`config.mk`:
```
export PLATFORM = sky130hd
export DESIGN_NAME = regfile_arbiter
export DESIGN_NICKNAME = d
export VERILOG_FILES = /design/src/rtl/regfile_arbiter.sv
export SDC_FILE = /design/constraint.sdc
export NUM_CORES = 1
export LEC_CHECK = 0
export CAP_MARGIN = 20
export CORE_UTILIZATION = 30
export CTS_CLUSTER_SIZE = 16
export DETAILED_ROUTE_END_ITERATION = 7
export GPL_TIMING_DRIVEN = 0
export PLACE_DENSITY = 0.71
export SYNTH_ARGS = -nofsm -noshare
export SYNTH_HDL_FRONTEND = slang
export SYNTH_SLANG_ARGS = --single-unit
```
`constraint.sdc`:
```
create_clock -name CLK -period 1.6 [get_ports CLK]
set_input_delay 0.32 -clock CLK [delete_from_list [all_inputs] [get_ports CLK]]
set_output_delay 0.32 -clock CLK [all_outputs]
set_load 0.05 [all_outputs]
```
`src/rtl/regfile_arbiter.sv`:
```
// regfile_arbiter: serialises two valid/ready requesters onto the single
// WrEn/RdEn/Address/WrData port of the 8x16 register file and routes the
// registered read data back to the port that issued the read.
// Build option: define REGFILE_ARB_ROUND_ROBIN_EN for round-robin
// arbitration; otherwise port 0 has fixed priority.
module regfile_arbiter (
    input  logic        CLK,
    input  logic        RST,
    // port 0
    input  logic        REQ0_Valid,
    output logic        REQ0_Ready,
    input  logic        REQ0_Wr,
    input  logic [2:0]  REQ0_Addr,
    input  logic [15:0] REQ0_WrData,
    output logic        RSP0_Valid,
    output logic [15:0] RSP0_RdData,
    // port 1
    input  logic        REQ1_Valid,
    output logic        REQ1_Ready,
    input  logic        REQ1_Wr,
    input  logic [2:0]  REQ1_Addr,
    input  logic [15:0] REQ1_WrData,
    output logic        RSP1_Valid,
    output logic [15:0] RSP1_RdData,
    // register file side
    output logic        RF_WrEn,
    output logic        RF_RdEn,
    output logic [2:0]  RF_Address,
    output logic [15:0] RF_WrData,
    input  logic [15:0] RF_RdData,
    output logic        Busy
);

    typedef enum logic [1:0] {IDLE, ACCESS, RDWAIT} state_t;

    typedef struct packed {
        logic        wr;
        logic [2:0]  addr;
        logic [15:0] wdata;
        logic        port;
    } cmd_t;

    state_t state, state_nxt;
    cmd_t   cmd, cmd_sel;
    logic   gnt_port;   // 0 = port 0 wins, 1 = port 1 wins
    logic   accept;

`ifdef REGFILE_ARB_ROUND_ROBIN_EN
    logic last_grant;

    // Round-robin: on contention the port not granted last wins
    always_comb begin
        if (REQ0_Valid && REQ1_Valid)
            gnt_port = ~last_grant;
        else
            gnt_port = ~REQ0_Valid;
    end

    // Pointer follows every grant; resets to 1 so port 0 wins first
    always_ff @(posedge CLK) begin
        if (RST)
            last_grant <= 1'b1;
        else if (accept)
            last_grant <= gnt_port;
    end
`else
    // Fixed priority: port 1 only when port 0 is idle
    always_comb begin
        gnt_port = ~REQ0_Valid;
    end
`endif

    // Handshake and selection of the winning command
    always_comb begin
        accept     = (state == IDLE) && !RST && (REQ0_Valid || REQ1_Valid);
        REQ0_Ready = accept && !gnt_port;
        REQ1_Ready = accept &&  gnt_port;
        if (gnt_port)
            cmd_sel = '{wr: REQ1_Wr, addr: REQ1_Addr, wdata: REQ1_WrData, port: 1'b1};
        else
            cmd_sel = '{wr: REQ0_Wr, addr: REQ0_Addr, wdata: REQ0_WrData, port: 1'b0};
    end

    // Next state and register-file port drive; RF lines are 0 outside ACCESS
    always_comb begin
        state_nxt  = state;
        RF_WrEn    = 1'b0;
        RF_RdEn    = 1'b0;
        RF_Address = '0;
        RF_WrData  = '0;
        case (state)
            IDLE: begin
                if (accept)
                    state_nxt = ACCESS;
            end
            ACCESS: begin
                RF_Address = cmd.addr;
                RF_WrData  = cmd.wdata;
                RF_WrEn    = cmd.wr;
                RF_RdEn    = !cmd.wr;
                state_nxt  = cmd.wr ? IDLE : RDWAIT;
            end
            RDWAIT: begin
                state_nxt = IDLE;
            end
            default: state_nxt = IDLE;
        endcase
    end

    assign Busy = (state != IDLE);

    // State, command latch and read-response capture; reset drops any
    // read in flight without a response pulse
    always_ff @(posedge CLK) begin
        if (RST) begin
            state       <= IDLE;
            cmd         <= '0;
            RSP0_Valid  <= 1'b0;
            RSP1_Valid  <= 1'b0;
            RSP0_RdData <= '0;
            RSP1_RdData <= '0;
        end else begin
            state      <= state_nxt;
            RSP0_Valid <= 1'b0;
            RSP1_Valid <= 1'b0;
            if (accept)
                cmd <= cmd_sel;
            if (state == RDWAIT) begin
                if (cmd.port) begin
                    RSP1_Valid  <= 1'b1;
                    RSP1_RdData <= RF_RdData;
                end else begin
                    RSP0_Valid  <= 1'b1;
                    RSP0_RdData <= RF_RdData;
                end
            end
        end
    end

endmodule

```
==> run notes <==
Summary of the current implementation state.

- The storage element area is 0.001144 mm2, for reference.
- For this block, the routed nets add up to 6488 um of wire.
- The via count of the first global-routing pass is 2191, for reference.
- The highest supply drop recorded on VDD is 423.7 uV.
- The root buffer selected by CTS is clkbuf_8, for reference.
- The proportion of netlist area held by the largest area contributor is 48.23%, for reference.
- The kind of cell adding the most delay to the critical path is simple AND/OR/NAND/NOR gates, for reference.
- Relative to the synthesized area, the layout overhead comes to 61.45%.
- Summed over all cells, the static leakage comes to 1.651 nW.
- For the finished layout, the period the worst path requires is 1920 ps.
- Per the post-synthesis report, the nets total 312.
- During synthesis, Yosys emitted a total of 0 warnings.
- The transition time recorded at the tightest slew-check pin is 767.9 ps.
- On the worst path, the slowest cell contributes a delay of 420 ps.
- The worst setup path is launched from a register.
- The count of nets left with antenna violations once routing finished came out at 0.
- The H-tree was split into 3 levels.
- The filler cell count is 762, for reference.
- The OpenROAD report gives the critical path a data arrival time of 1600 ps.
- The final cell utilization of the core is 49.69%, for reference.
- The register bit total from synthesis is 57, for reference.
- Per the synth stats, the proportion of register bits with asynchronous set or reset is 0%.
- The clock tree from TritonCTS is yes, for reference.
- In the post-route analysis, the smallest setup slack over all paths is -319.6 ps.
- The detailed-route wire length on metal 1 is 2890 um, for reference.
- The prevailing post-synth register cell is dfxtp_1, for reference.
- The critical path goes through or2_4 > or3_4 > nor2_4 > buf_8.
- In the layout the commonest cells are nand2_1, clkdlybuf4s50_1, dfxtp_1, dlygate4sd2_1, a21oi_1.
- Checking max transition, the worst relative margin is 48.81%.
- The number of antenna violations at the first check in global routing is 0.
- The final max-slew violation count recorded for this run is 0.
- The maximum clock frequency is 0.5209 GHz, for reference.
- The total of hold buffers inserted after clock tree synthesis is 0, for reference.
- The starting DRC count in detailed routing is 44, for reference.
- The vertical extent of the die is 90.81 um, for reference.
- The wire length on met3 is 497 um, for reference.
- The final count of hold timing violations is 0, for reference.
- The layout summary lists the proportion of cells stronger than drive strength 1 as 20.57%.
- After detailed routing, the met2 layer carries 3015 um of wire.
- After synthesis the cells add up to 0.002366 mm2.
- For reference, the placement row count at floorplan is 32.
- Overall routing resource usage recorded by global route was 15.71%.
- The final report lists the setup-violating endpoint count as 22.
- The master of the slowest instance on the critical path is or3_4, for reference.
- The post-synth tally of flip-flops with integrated enable is 0, for reference.
- The count of input and output buffers is 115, for reference.
- Timing analysis after detailed placement gives a worst setup slack of -1107 ps.
- The count of pins on the block boundary is 118, for reference.
- A synthesized cell averages 9.389 um2.
- The die covers 0.008246 mm2.
- The worst setup path is captured at an output pin.
- The biggest fanout along the worst timing path is 3, for reference.
- The floorplan utilization is 30.78%, for reference.
- The number of cells produced by synthesis is 252, for reference.
- For this run, the detailed router reports a per-instance via density of 4.523.
- The count of non-CTS buffers in the layout is 136, for reference.
- The number of non-clock inverters is 3, for reference.
- dfxtp_1 takes more of the synthesized area than any other cell.
- The total buffers and inverters traversed by the critical path is 1, for reference.
- The main area contributors are dfxtp_1, o2bb2ai_2, nand2_1.
- The xor and xnor area share after synthesis is 0%, for reference.
- The worst-skew pair later-pin latency is 330 ps, for reference.
- Per the layout area report, the combinational gate area comes to 0.001144 mm2.
- The tap cell count is 102, for reference.
- The final layout reports a setup TNS of -2369 ps.
- The wire-length estimate of the detail-placed layout is 4688 um.
- The most frequent cell after synthesis is nand2_1, for reference.
- In the final design database the tool counted 439 nets.
- The tally of max-capacitance violations is 0, for reference.
- The first global-routing pass estimated 10160 um of wire.
- The flow ran to the end, but the final reports show violations.
- The buffer levels on the longest clock path is 2, for reference.
- The share of the final layout cell area in sequential cells is 29.94%, for reference.
- The largest net degree at the start of global routing is 14, for reference.
- The synthesized netlist devotes 0% of its cell area to adder and majority cells.
- The top routing layer in use is met4, for reference.
- The tally of OpenROAD warnings is 29, for reference.
- The endpoint required time on the critical path is 1280 ps, for reference.
- The worst min-delay path class is in2reg, for reference.
- The global placer's final weighted congestion is 0.7616, for reference.
- Setup repair after global routing could not meet its margin everywhere.
- The repair_antennas step left the layout with diodes totalling 0.
- The cell group occupying the most layout area is buffers, for reference.
- Per the GRT congestion report, total overflow comes to 0.
- Buffers outside the clock tree occupy 31.35% of the routed design's cell area.
- The main combinational cell family by area after synthesis is AND-OR/OR-AND gates, for reference.
- The final reports fail on negative setup slack.
- For this run, design rule violations remaining after detail routing come to 0.
- The part of the Yosys area used for sequential elements is 48.23%, for reference.
- The synthesized netlist devotes 19.35% of its cell area to compound gates.
- The share of synthesized area spent on multiplexers is 8.461%, for reference.
- The critical path is of the reg2out type.
- The number of cells in the yosys synthesis report is 252, for reference.
- The multi-input combinational cell count is 172, for reference.
- Across all layers, the routed design uses 2198 vias.
- The iteration count recorded for the first detailed-route pass is 4.
- The area of the core region is 0.007687 mm2, for reference.
- Per the detail_route report, routed wire per instance is 13.35 um.
- Sequential cells placed in the final layout were counted as 57.
- TritonCTS created 9 clock buffers.
- The final power report lists total power as 3.576 mW.
- The share of final layout cell area taken by clock buffers and inverters is 5.142%, for reference.
- The final worst-path cycle share is 120.0%, for reference.
- By count the netlist is led by nand2_1, dfxtp_1, a21oi_1.
- The area figure in the yosys stat output is 0.002366 mm2, for reference.
- The fraction of standard cell area in multi-input logic is 29.94%, for reference.
- The most instantiated logic cell after routing is nand2_1, for reference.
- The power per cell area is 936.1 mW/mm2, for reference.
- The area share of and/or/nand/nor cells after synthesis is 19.25%, for reference.
- Measured along the x axis, the die boundary spans 90.81 um.
- The count of distinct cell types in the synthesized netlist is 22, for reference.
- After clock tree synthesis, the clock-pin slew on the worst setup and hold paths is 60 ps.
kinds of logic after synthesis:
family	count (synthesis)
simple gates	98
buf+inv	23
flops	57
mux	20
compound gates	54
flip-flops by register name, summed over array words and instances (netlist names):
signal       cells
state            2
cmd             21
RSP1_Valid       1
RSP1_RdData     16
RSP0_Valid       1
RSP0_RdData     16
what timing repair did:
item	4_1_cts	5_1_grt
buffers inserted	4	1
hold endpoints to repair	0	0
pin swaps	0	2
setup endpoints to repair	58	48
resized	186	12
path summary, 6_finish.rpt:
kind	startpoint	end	slack, ps	cells after the start
setup / recovery	state[0]$_SDFFE_PP0P_	REQ1_Ready	-320	4
hold / removal	REQ0_Valid	cmd[20]$_SDFFE_PP0P_	360	3
hold reg to reg	RSP0_RdData[2]$_SDFFE_PP0P_	RSP0_RdData[2]$_SDFFE_PP0P_	450	2
setup reg to reg	state[0]$_SDFFE_PP0P_	cmd[3]$_SDFFE_PP0P_	30	5
worst min-delay path: cells and delay by family:
family,cells,cell delay [ps]
buf+inv,1,130
mux,1,80
compound gates,1,120
power breakdown:
part | total (mW) | switching [mW] | internal (mW) | leakage (nW)
logic | 0.703 | 0.387 | 0.317 | 1.09
clock network | 1.33 | 0.574 | 0.756 | 0.0953
registers | 1.54 | 0.0468 | 1.50 | 0.465
total | 3.58 | 1.01 | 2.57 | 1.65
per-stage QoR:
step                      std cells  hold slack [ps]  area [um2]
final                           486            355.2        3820
after floorplan                 252            424.2        2392
after CTS                       488            342.1        3819
after global placement          469            441.9        3671
after detailed placement        469            442.7        3671
after global routing            486            374.1        3820
per-layer routing:
| layer | up-vias | track usage, % |
|---|---|---|
| li1 | 1095 | - |
| met1 | 999 | 18.45 |
| met2 | 98 | 26.07 |
| met3 | 6 | 4.714 |
| met4 | 0 | 7.540 |
| met5 | - | 0 |
**Cell area per tile**

Drawn at 4 px/um. 9 x 9 tiles, from white (low) to dark blue (high), 0 to 100% covered.
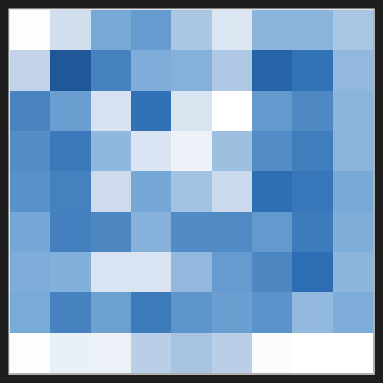
- fullest tile: 84%
- mean over tiles: 45%
- tiles over 75% full: 3.7%

**Clock nets**

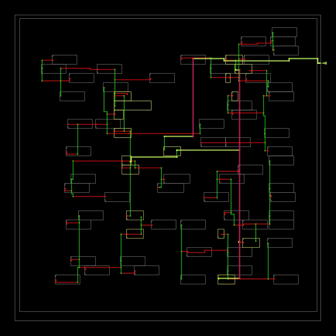
Post-Route Skew: 4.404 ps
CLK BUF: 11
number of sinks driven by the clock tree: 57
clock network power: 1.33 mW

**PDN straps and rails**

Drawn at 4 px/um. Pins as bars on the die edge. Tap cells in gray.
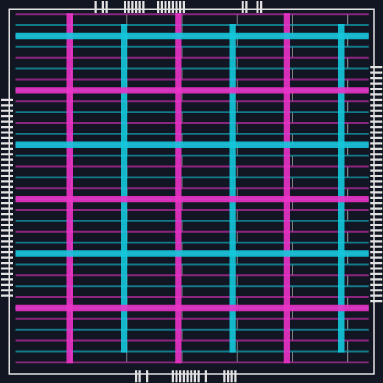
- magenta: VSS
- cyan: VDD
- rows: 32
- met5 straps: 6
- met4 straps: 6
- met1 rails: 33

Power and IR drop assume default switching activity.
